<file path="src/rtl/ahb_pkg.sv">
// Shared AHB encodings for htrans and hburst, plus the burst-length helper.
package ahb_pkg;

  typedef enum logic [1:0] {
    TransIdle   = 2'b00,
    TransBusy   = 2'b01,
    TransNonseq = 2'b10,
    TransSeq    = 2'b11
  } htrans_e;

  typedef enum logic [2:0] {
    BurstSingle = 3'b000,
    BurstIncr   = 3'b001,
    BurstWrap4  = 3'b010,
    BurstIncr4  = 3'b011,
    BurstWrap8  = 3'b100,
    BurstIncr8  = 3'b101,
    BurstWrap16 = 3'b110,
    BurstIncr16 = 3'b111
  } hburst_e;

  // Undefined-length INCR counts as a single beat so arbitration stays open.
  function automatic logic [4:0] beats(input logic [2:0] burst);
    logic [4:0] n;
    case (burst)
      BurstWrap4,  BurstIncr4:  n = 5'd4;
      BurstWrap8,  BurstIncr8:  n = 5'd8;
      BurstWrap16, BurstIncr16: n = 5'd16;
      default:                  n = 5'd1;
    endcase
    return n;
  endfunction

endpackage

</file>
<file path="src/rtl/ahb_arb_pick.sv">
// Combinational request selector: lowest index in fixed mode, or first
// requester above the pointer (wrapping to the lowest) in round-robin mode.
module ahb_arb_pick
  import ahb_pkg::*;
#(
  parameter int unsigned N_MASTERS = 16
) (
  input  logic [N_MASTERS-1:0] req,
  input  logic [3:0]           ptr,
  input  logic                 rr_mode,
  output logic [3:0]           idx
);

  logic [N_MASTERS-1:0] hi;
  logic [N_MASTERS-1:0] src;

  always_comb begin
    hi = '0;
    for (int i = 0; i < int'(N_MASTERS); i++) begin
      hi[i] = req[i] && (4'(i) > ptr);
    end
    src = (rr_mode && (|hi)) ? hi : req;
    idx = '0;
    for (int i = int'(N_MASTERS) - 1; i >= 0; i--) begin
      if (src[i]) idx = 4'(i);
    end
  end

endmodule

</file>
<file path="src/rtl/ahb_arbiter_rr.sv">
// AHB bus arbiter: registered one-hot grant, burst-length hold, locked-transfer
// hold, fixed or round-robin selection.
module ahb_arbiter_rr
  import ahb_pkg::*;
#(
  parameter int unsigned N_MASTERS      = 16,
  parameter int unsigned RR_MODE        = 1,
  parameter int unsigned DEFAULT_MASTER = 0
) (
  input  logic                 hclk,
  input  logic                 hreset,
  input  logic [N_MASTERS-1:0] hbusreq,
  input  logic [N_MASTERS-1:0] hlock,
  input  logic [1:0]           htrans,
  input  logic [2:0]           hburst,
  input  logic                 hready,
  output logic [N_MASTERS-1:0] hgrant,
  output logic [3:0]           hmaster,
  output logic [3:0]           hmaster_d,
  output logic                 hmastlock
);

  localparam logic [N_MASTERS-1:0] GrantOne = {{(N_MASTERS-1){1'b0}}, 1'b1};
  localparam logic [3:0]           DefIdx   = 4'(DEFAULT_MASTER);
  localparam logic                 RrMode   = (RR_MODE != 0);

  logic [3:0]           cnt_q, cnt_d;
  logic [3:0]           ptr_q;
  logic [3:0]           master_q, master_dp_q;
  logic [N_MASTERS-1:0] grant_q;
  logic                 lock_q;

  logic [15:0] lock_all;
  logic [3:0]  pick_idx, next_idx;
  logic        req_any, open;

  ahb_arb_pick #(
    .N_MASTERS (N_MASTERS)
  ) u_pick (
    .req     (hbusreq),
    .ptr     (ptr_q),
    .rr_mode (RrMode),
    .idx     (pick_idx)
  );

  always_comb begin
    cnt_d = cnt_q;
    case (htrans)
      TransNonseq: cnt_d = 4'(beats(hburst) - 5'd1);
      TransSeq:    if (cnt_q != 4'd0) cnt_d = cnt_q - 4'd1;
      TransIdle:   cnt_d = '0;
      default:     cnt_d = cnt_q;
    endcase
    // Zero-extended so an index never selects a lock bit beyond N_MASTERS.
    lock_all = 16'(hlock);
    open     = (cnt_d == 4'd0) && !lock_all[master_q];
    req_any  = |hbusreq;
    next_idx = req_any ? pick_idx : DefIdx;
  end

  always_ff @(posedge hclk or posedge hreset) begin
    if (hreset) begin
      cnt_q       <= '0;
      ptr_q       <= DefIdx;
      master_q    <= DefIdx;
      master_dp_q <= DefIdx;
      grant_q     <= GrantOne << DEFAULT_MASTER;
      lock_q      <= 1'b0;
    end else if (hready) begin
      cnt_q       <= cnt_d;
      master_dp_q <= master_q;
      if (open) begin
        master_q <= next_idx;
        grant_q  <= GrantOne << next_idx;
        lock_q   <= lock_all[next_idx];
        if (req_any) ptr_q <= next_idx;
      end
    end
  end

  assign hgrant    = grant_q;
  assign hmaster   = master_q;
  assign hmaster_d = master_dp_q;
  assign hmastlock = lock_q;

endmodule

</file>
<file path="config.mk">
export PLATFORM = sky130hd
export DESIGN_NAME = ahb_arbiter_rr
export DESIGN_NICKNAME = d
export VERILOG_FILES = /design/src/rtl/ahb_pkg.sv /design/src/rtl/ahb_arb_pick.sv /design/src/rtl/ahb_arbiter_rr.sv
export SDC_FILE = /design/constraint.sdc
export NUM_CORES = 1
export LEC_CHECK = 0
export CAP_MARGIN = 40
export CORE_MARGIN = 1
export CORE_UTILIZATION = 40
export CTS_CLUSTER_SIZE = 16
export DETAILED_ROUTE_END_ITERATION = 10
export PLACE_DENSITY = 0.77
export SLEW_MARGIN = 20
export SYNTH_ARGS = -nofsm -noshare
export SYNTH_HDL_FRONTEND = slang
export SYNTH_HIERARCHICAL = 1
export SYNTH_SLANG_ARGS = --single-unit
</file>
<file path="constraint.sdc">
create_clock -name hclk -period 3.67 [get_ports hclk]
set_input_delay 0.5505 -clock hclk [delete_from_list [all_inputs] [get_ports hclk]]
set_output_delay 0.5505 -clock hclk [all_outputs]
set_load 0.05 [all_outputs]
</file>
==> out/metrics.csv <==
metric,value,unit
status,completed,
max reg flops,16,
core region area,0.00606,sq mm
MUX share of area,12.7,%
initial antenna violation count,0,
post-route cell area,0.00368,sq mm
Post-Syn Area per Cell,9.31,sq um
dpl ws,-213,ps
P&R area growth vs syn,43.4,%
Max Freq,283,MHz
Residual DRC,0,
crit-path max FO,11,
Via density,5.81,
fin worst setup slack,134,ps
cts hold-fix bufs,0,
Non-Filler Instances,456,
layout cells sized above 1,25.7,%
Hold WS,491,ps
DRT Pass-1 Iters,4,
crit path time final,3540,ps
## where the power goes
part	total (W)	switching, W	internal (W)
clock	0.000357	0.000136	0.000221
sequential	0.000611	0.000141	0.000469
combinational	0.00133	0.000734	0.000591
total	0.00229	0.00101	0.00128
## per-layer routing
| metal | up-vias | part of all wire [%] | GRT usage [%] |
|---|---|---|---|
| met5 | - | 0 | 0 |
| met4 | 0 | 0.67 | 5.61 |
| met3 | 8 | 5.4 | 4.18 |
| met2 | 92 | 51 | 38.5 |
| met1 | 1289 | 43 | 29.4 |
| li1 | 1261 | - | - |
## cell usage after synthesis, types with 5 or more instances
master	number
a21oi_1	13
a31oi_1	5
buf_6	8
clkbuf_1	7
dfrtp_1	32
inv_1	16
mux2_2	13
nand2_1	15
nand2b_1	19
nand3_1	9
nor2_1	16
o21ai_0	16
o22ai_1	8
o31ai_1	14
## cell type report
| cell class | count | area [sq um] | share of cell area, % |
|---|---|---|---|
| multi-input cells | 211 | 1570 | 42.7 |
| flip-flops and latches | 33 | 830 | 22.5 |
| repair buffers | 112 | 1000 | 27.3 |
| inverters | 17 | 66.3 | 1.80 |
| well taps | 75 | 93.8 | 2.55 |
| clock buffers | 7 | 86.3 | 2.34 |
| clock inverters | 1 | 30.0 | 0.815 |
## worst paths after layout
path                             from          to  slack [ps]  depth (start not counted)
hold / removal             hgrant[13]  hgrant[13]         490                          2
setup / recovery             ptr_q[1]   hmastlock         130                         14
setup reg to reg             ptr_q[1]   hmastlock         130                         14
max in group asynchronous      hreset   hgrant[0]        2690                          3
hold reg to reg            hgrant[13]  hgrant[13]         490                          2
min in group asynchronous      hreset  hgrant[13]         650                          3
## what timing repair did
action,4_1_cts,5_1_grt
setup endpoints to repair,0,1
setup buffers,0,2
gates resized,0,9
hold endpoints to repair,0,0
power_grid.png
Drawn at 6 px/micron. Pins as bars on the die edge. Tap cells in grey.
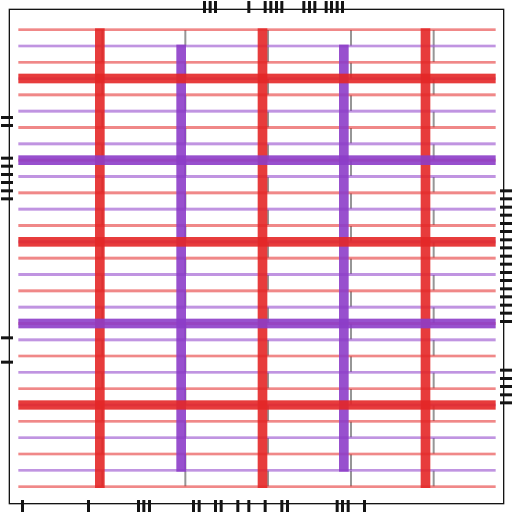
VSS: drawn in red. VDD: drawn in purple.
The core has 28 rows. 5 straps on met4. 75 tap cells. 29 met1 rails follow the rows.

placement_by_type.png
Drawn at 6 px/micron. Fill, decap, tap and diode cells in grey.
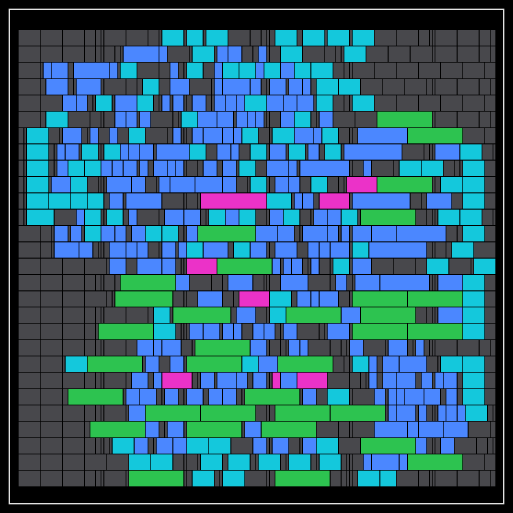
combinational and other logic: drawn in blue, cells 228. clock drivers and dummy loads: drawn in magenta, cells 8. flops: drawn in green, cells 33. other buffers and delay cells: drawn in cyan, cells 112.

No activity file was given, so power comes from the tool's default toggle rates.
